===== src/rtl/urv_fetch_pkg.sv =====
// Shared fetch-stage types and constants for the uRV core.
// Holds the reset vector default, the fetch word layout and PC stepping.
package urv_fetch_pkg;

    localparam int unsigned XLEN = 32;
    localparam logic [XLEN-1:0] URV_RESET_PC = 32'h0000_0000;
    localparam logic [XLEN-1:0] INSN_BYTES   = 32'd4;

    typedef struct packed {
        logic [XLEN-1:0] ir;
        logic [XLEN-1:0] pc;
    } fetch_word_t;

    function automatic logic [XLEN-1:0] next_pc(input logic [XLEN-1:0] pc);
        return pc + INSN_BYTES;
    endfunction

endpackage


===== src/rtl/urv_fetch.sv =====
// uRV fetch: owns the PC, keeps one memory request outstanding; request->f_valid_o is 2 cycles.
// Decode stall holds f_*_o; a response landing during stall parks in a one-entry skid.
module urv_fetch
    import urv_fetch_pkg::*;
#(
    parameter logic [31:0] RESET_PC = URV_RESET_PC
) (
    input  logic        clk_i,
    input  logic        rst_i,
    input  logic        f_stall_i,
    input  logic        x_bra_i,
    input  logic [31:0] x_pc_bra_i,
    output logic [31:0] im_addr_o,
    output logic        im_rd_o,
    input  logic [31:0] im_data_i,
    input  logic        im_valid_i,
    output logic [31:0] f_ir_o,
    output logic [31:0] f_pc_o,
    output logic        f_valid_o
);

    logic [31:0] r_pc;
    logic        r_inflight;
    logic [31:0] r_inflight_pc;
    logic        r_discard;
    logic        r_skid_valid;
    fetch_word_t r_skid;
    fetch_word_t r_out;
    logic        r_f_valid;

    logic        w_resp;
    logic        w_keep;
    logic        w_can_issue;
    logic        w_issue;
    logic [31:0] w_addr;

    always_comb begin
        w_resp      = r_inflight && im_valid_i;
        w_keep      = w_resp && !r_discard;
        w_can_issue = !r_skid_valid && (!r_inflight || w_resp);
        w_issue     = !rst_i && w_can_issue && (!f_stall_i || x_bra_i);
        w_addr      = x_bra_i ? x_pc_bra_i : r_pc;
    end

    assign im_rd_o   = w_issue;
    assign im_addr_o = w_addr;
    assign f_ir_o    = r_out.ir;
    assign f_pc_o    = r_out.pc;
    assign f_valid_o = r_f_valid;

    always_ff @(posedge clk_i) begin
        if (rst_i) begin
            r_pc          <= RESET_PC;
            r_inflight    <= 1'b0;
            r_inflight_pc <= '0;
            r_discard     <= 1'b0;
            r_skid_valid  <= 1'b0;
            r_skid        <= '0;
            r_out         <= '0;
            r_f_valid     <= 1'b0;
        end else begin
            if (w_issue) begin
                r_pc          <= next_pc(w_addr);
                r_inflight    <= 1'b1;
                r_inflight_pc <= w_addr;
            end else begin
                // A redirect that cannot issue yet still retargets the PC.
                if (x_bra_i) begin
                    r_pc <= x_pc_bra_i;
                end
                if (w_resp) begin
                    r_inflight <= 1'b0;
                end
            end

            if (w_resp) begin
                r_discard <= 1'b0;
            end else if (x_bra_i && r_inflight) begin
                r_discard <= 1'b1;
            end

            if (x_bra_i) begin
                r_f_valid    <= 1'b0;
                r_skid_valid <= 1'b0;
            end else if (f_stall_i) begin
                if (w_keep) begin
                    r_skid_valid <= 1'b1;
                    r_skid       <= '{ir: im_data_i, pc: r_inflight_pc};
                end
            end else if (w_keep) begin
                r_out     <= '{ir: im_data_i, pc: r_inflight_pc};
                r_f_valid <= 1'b1;
            end else if (r_skid_valid) begin
                r_out        <= r_skid;
                r_f_valid    <= 1'b1;
                r_skid_valid <= 1'b0;
            end else begin
                r_f_valid <= 1'b0;
            end
        end
    end

endmodule

===== config.mk =====
export PLATFORM = sky130hd
export DESIGN_NAME = urv_fetch
export DESIGN_NICKNAME = d
export VERILOG_FILES = /design/src/rtl/urv_fetch_pkg.sv /design/src/rtl/urv_fetch.sv
export SDC_FILE = /design/constraint.sdc
export NUM_CORES = 1
export LEC_CHECK = 0
export CELL_PAD_IN_SITES_DETAIL_PLACEMENT = 1
export CELL_PAD_IN_SITES_GLOBAL_PLACEMENT = 2
export CORE_MARGIN = 2
export CORE_UTILIZATION = 30
export CTS_CLUSTER_DIAMETER = 150
export CTS_CLUSTER_SIZE = 8
export DETAILED_ROUTE_END_ITERATION = 10
export GPL_TIMING_DRIVEN = 0
export PLACE_DENSITY_LB_ADDON = 0.1
export RECOVER_POWER = 25
export SLEW_MARGIN = 20
export SYNTH_ARGS = -nofsm -noshare
export SYNTH_HDL_FRONTEND = slang
export SYNTH_SLANG_ARGS = --single-unit
export TNS_END_PERCENT = 50

===== constraint.sdc =====
create_clock -name clk_i -period 4.15 [get_ports clk_i]
set_input_delay 1.0375 -clock clk_i [delete_from_list [all_inputs] [get_ports clk_i]]
set_output_delay 1.0375 -clock clk_i [all_outputs]
set_load 0.01 [all_outputs]

==> images/final_clocks.png <==
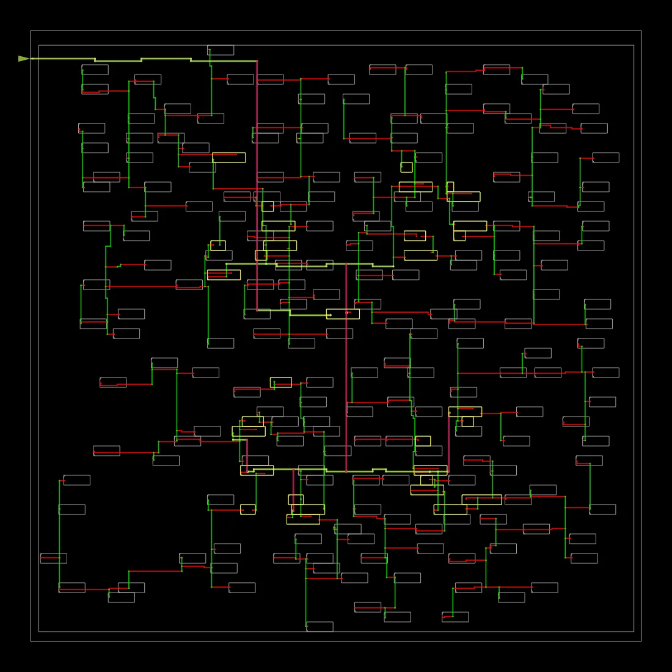
TritonCTS Buffers: 17
power drawn by the clock network: 1.73 mW
seq_cells: 196

==> images/port_nets.png <==
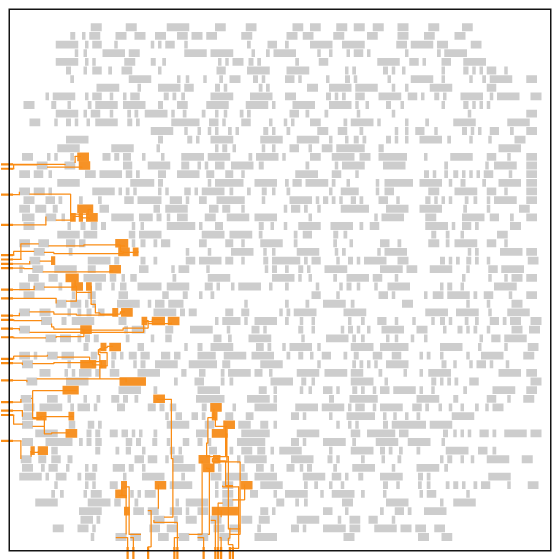
legend:
  orange:
    port: x_pc_bra_i
    direction: input
    end_cells: 45
    buffers: 32
    wire: 1040 um

==> out/metrics.json <==
{
  "status": {"value": "finished, final reports clean"},
  "post-synth-top-area-fraction": {"value": 47.5, "unit": "%"},
  "num-nets-final": {"value": 1291},
  "final_max_slew_viol_count": {"value": 0},
  "synth_flop_count": {"value": 196},
  "most-common-layout-cells": {"value": "291 x sky130_fd_sc_hd__nand2_1, 196 x sky130_fd_sc_hd__dfxtp_1, 123 x sky130_fd_sc_hd__nor2_1, 98 x sky130_fd_sc_hd__clkdlybuf4s50_1, 79 x sky130_fd_sc_hd__a21oi_1"},
  "floorplan.die_area": {"value": 0.0289, "unit": "mm^2"},
  "postSynth.asyncResetShare": {"value": 0, "unit": "%"},
  "flow.area_growth_from_synthesis": {"value": 33.2, "unit": "%"},
  "most_frequent_cells_after_synthesis": {"value": "291 x sky130_fd_sc_hd__nand2_1, 196 x sky130_fd_sc_hd__dfxtp_1, 123 x sky130_fd_sc_hd__nor2_1"},
  "vias": {"value": 7858},
  "timing.critical_path.arrival": {"value": 3.05, "unit": "ns"},
  "worst_slew_pin_slew": {"value": 0.857, "unit": "ns"},
  "global_routing_usage_on_met1": {"value": 28.7, "unit": "%"},
  "edf_count": {"value": 0},
  "cts.repair.resized": {"value": 15},
  "global_route.overflow_total": {"value": 0},
  "cellLeakagePower": {"value": 3.93, "unit": "nW"},
  "timing.hold.ws": {"value": 0.458, "unit": "ns"},
  "non_clock_inverter_count": {"value": 30},
  "synth-area-yosys": {"value": 0.00827, "unit": "mm^2"},
  "comb-cell-share": {"value": 35.9, "unit": "%"},
  "log_warnings": {"value": 27},
  "first_pass_iters": {"value": 5},
  "top_level_ports": {"value": 167},
  "worst-r2r-cell-count": {"value": 8},
  "max_frequency": {"value": 245, "unit": "MHz"},
  "synth_nets": {"value": 1108},
  "hp-class": {"value": "flop to flop"},
  "ys_warnings": {"value": 0},
  "endpoint_kind": {"value": "output pin"},
  "max_h_tree_level": {"value": 4},
  "worst-path-max-fanout": {"value": 19},
  "clock_tree_area_fraction": {"value": 5.51, "unit": "%"},
  "drc": {"value": 0},
  "detailroute.wirelength.met2": {"value": 12600, "unit": "um"},
  "grtUsageTotal": {"value": 19.9, "unit": "%"},
  "top_cell": {"value": "sky130_fd_sc_hd__nand2_1"},
  "worst_clock_skew": {"value": 0.0179, "unit": "ns"},
  "core.rowCount": {"value": 60},
  "insertion_delay_of_the_later_clocked_pin_in_the_worst_skew_pair": {"value": 0.44, "unit": "ns"},
  "grt_max_degree": {"value": 21},
  "final_worst_slack": {"value": 0.0626, "unit": "ns"},
  "fp_util": {"value": 30.6, "unit": "%"},
  "crit_family": {"value": "buffers and inverters"},
  "cts_setup_buffers": {"value": 0},
  "dpl_worst_slack": {"value": -0.936, "unit": "ns"},
  "critical_path.n_buffers_inverters": {"value": 3},
  "final_common_cell": {"value": "sky130_fd_sc_hd__nand2_1"},
  "well_taps": {"value": 341},
  "yosys.stat.seqShare": {"value": 47.5, "unit": "%"},
  "drt_wl_total": {"value": 28400, "unit": "um"},
  "top_area_cell": {"value": "sky130_fd_sc_hd__dfxtp_1"},
  "fin_setup_tns": {"value": 0, "unit": "ns"},
  "relSlewSlack": {"value": 42.9, "unit": "%"},
  "post_cts_hold_buffer_count": {"value": 0},
  "mappedNetlistArea": {"value": 0.00827, "unit": "mm^2"},
  "regArea": {"value": 0.00392, "unit": "mm^2"},
  "logic_gates": {"value": 731},
  "cp-start-kind": {"value": "input port"},
  "wl_met3": {"value": 863, "unit": "um"},
  "cts-root-buf": {"value": "sky130_fd_sc_hd__clkbuf_16"},
  "n_antenna_cell": {"value": 0},
  "placed_cell_area": {"value": 0.0103, "unit": "mm^2"},
  "ff2ff_setup_slack": {"value": 1.33, "unit": "ns"},
  "whs_endpoint": {"value": "r_skid[4]$_SDFFE_PP0P_"},
  "hold_vio_cnt_final": {"value": 0},
  "period_used_share": {"value": 98.5, "unit": "%"},
  "routedWlPerCell": {"value": 18.1, "unit": "um"},
  "grt_setup_unrepaired": {"value": "true"},
  "post_synthesis_area_per_instance": {"value": 7.96, "unit": "um^2"},
  "post_route_ant_nets": {"value": 0},
  "data_path_buffer_share_of_cell_area_in_the_final_layout": {"value": 18.1, "unit": "%"},
  "setup_viol_count_final": {"value": 0},
  "worst-endpoint-required": {"value": 3.11, "unit": "ns"},
  "timing.final.crit_period": {"value": 4.09, "unit": "ns"},
  "grt_pass1_vias": {"value": 7823},
  "max_stage_delay": {"value": 0.56, "unit": "ns"}
}
==> images/gate_families.png <==
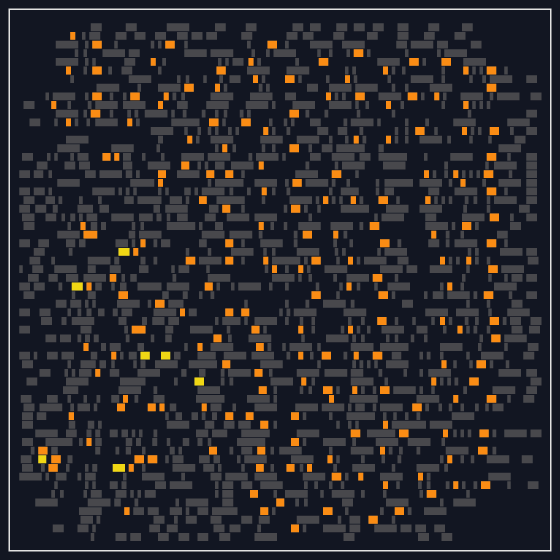
legend:
  orange:
    family: inverting AOI/OAI gates
    cells: 191
    where: widely spread
  yellow:
    family: AND-OR and OR-AND gates
    cells: 7

where the power goes:
group          leakage (nW)  switching [mW]  internal [mW]  total (mW)
registers              1.60          0.0533           1.96        2.01
logic                  2.03           0.323          0.241       0.564
clock network         0.300           0.855          0.873        1.73
cells by family after synthesis:
kind of cell | after synthesis | share of synthesized area (%)
flops | 196 | 47.5
compound gates | 198 | 16.8
xor+xnor | 5 | 0.530
fa+ha+maj | 1 | 0.151
mux | 39 | 4.83
buf+inv | 111 | 5.33
simple gates | 488 | 24.9
registers in the layout, summed over array words and instances, names as in the netlist:
| name | cells |
|---|---|
| r_discard | 1 |
| r_skid | 64 |
| r_skid_valid | 1 |
| f_ir_o | 32 |
| f_pc_o | 32 |
| f_valid_o | 1 |
| r_pc | 32 |
| r_inflight_pc | 32 |
| r_inflight | 1 |
worst register-to-register path, cell delays in order, from the launching register on:
cell                       delay, ns
sky130_fd_sc_hd__dfxtp_1        0.39
sky130_fd_sc_hd__and3b_1        0.17
sky130_fd_sc_hd__clkbuf_1       0.30
sky130_fd_sc_hd__nor2_1         0.12
sky130_fd_sc_hd__nor3_1         0.30
sky130_fd_sc_hd__clkbuf_1       0.59
sky130_fd_sc_hd__clkbuf_1       0.51
sky130_fd_sc_hd__nor2_1         0.09
sky130_fd_sc_hd__a311oi_1       0.25
how the worst max path moves through the flow:
stage | slack, ns | start | to | cells past startpoint
4_1_cts | 0.005 | im_valid_i | im_rd_o | 5
3_5_place_dp | -0.94 | x_bra_i | r_pc[24]$_SDFF_PP0_ | 13
2_1_floorplan | 0.48 | x_bra_i | r_pc[20]$_SDFF_PP0_ | 13
6_report | 0.06 | im_valid_i | im_rd_o | 5
3_3_place_gp | -0.95 | x_bra_i | r_pc[24]$_SDFF_PP0_ | 13
5_1_grt | -0.004 | im_valid_i | im_rd_o | 5
No activity file was given, so power comes from the tool's default toggle rates.
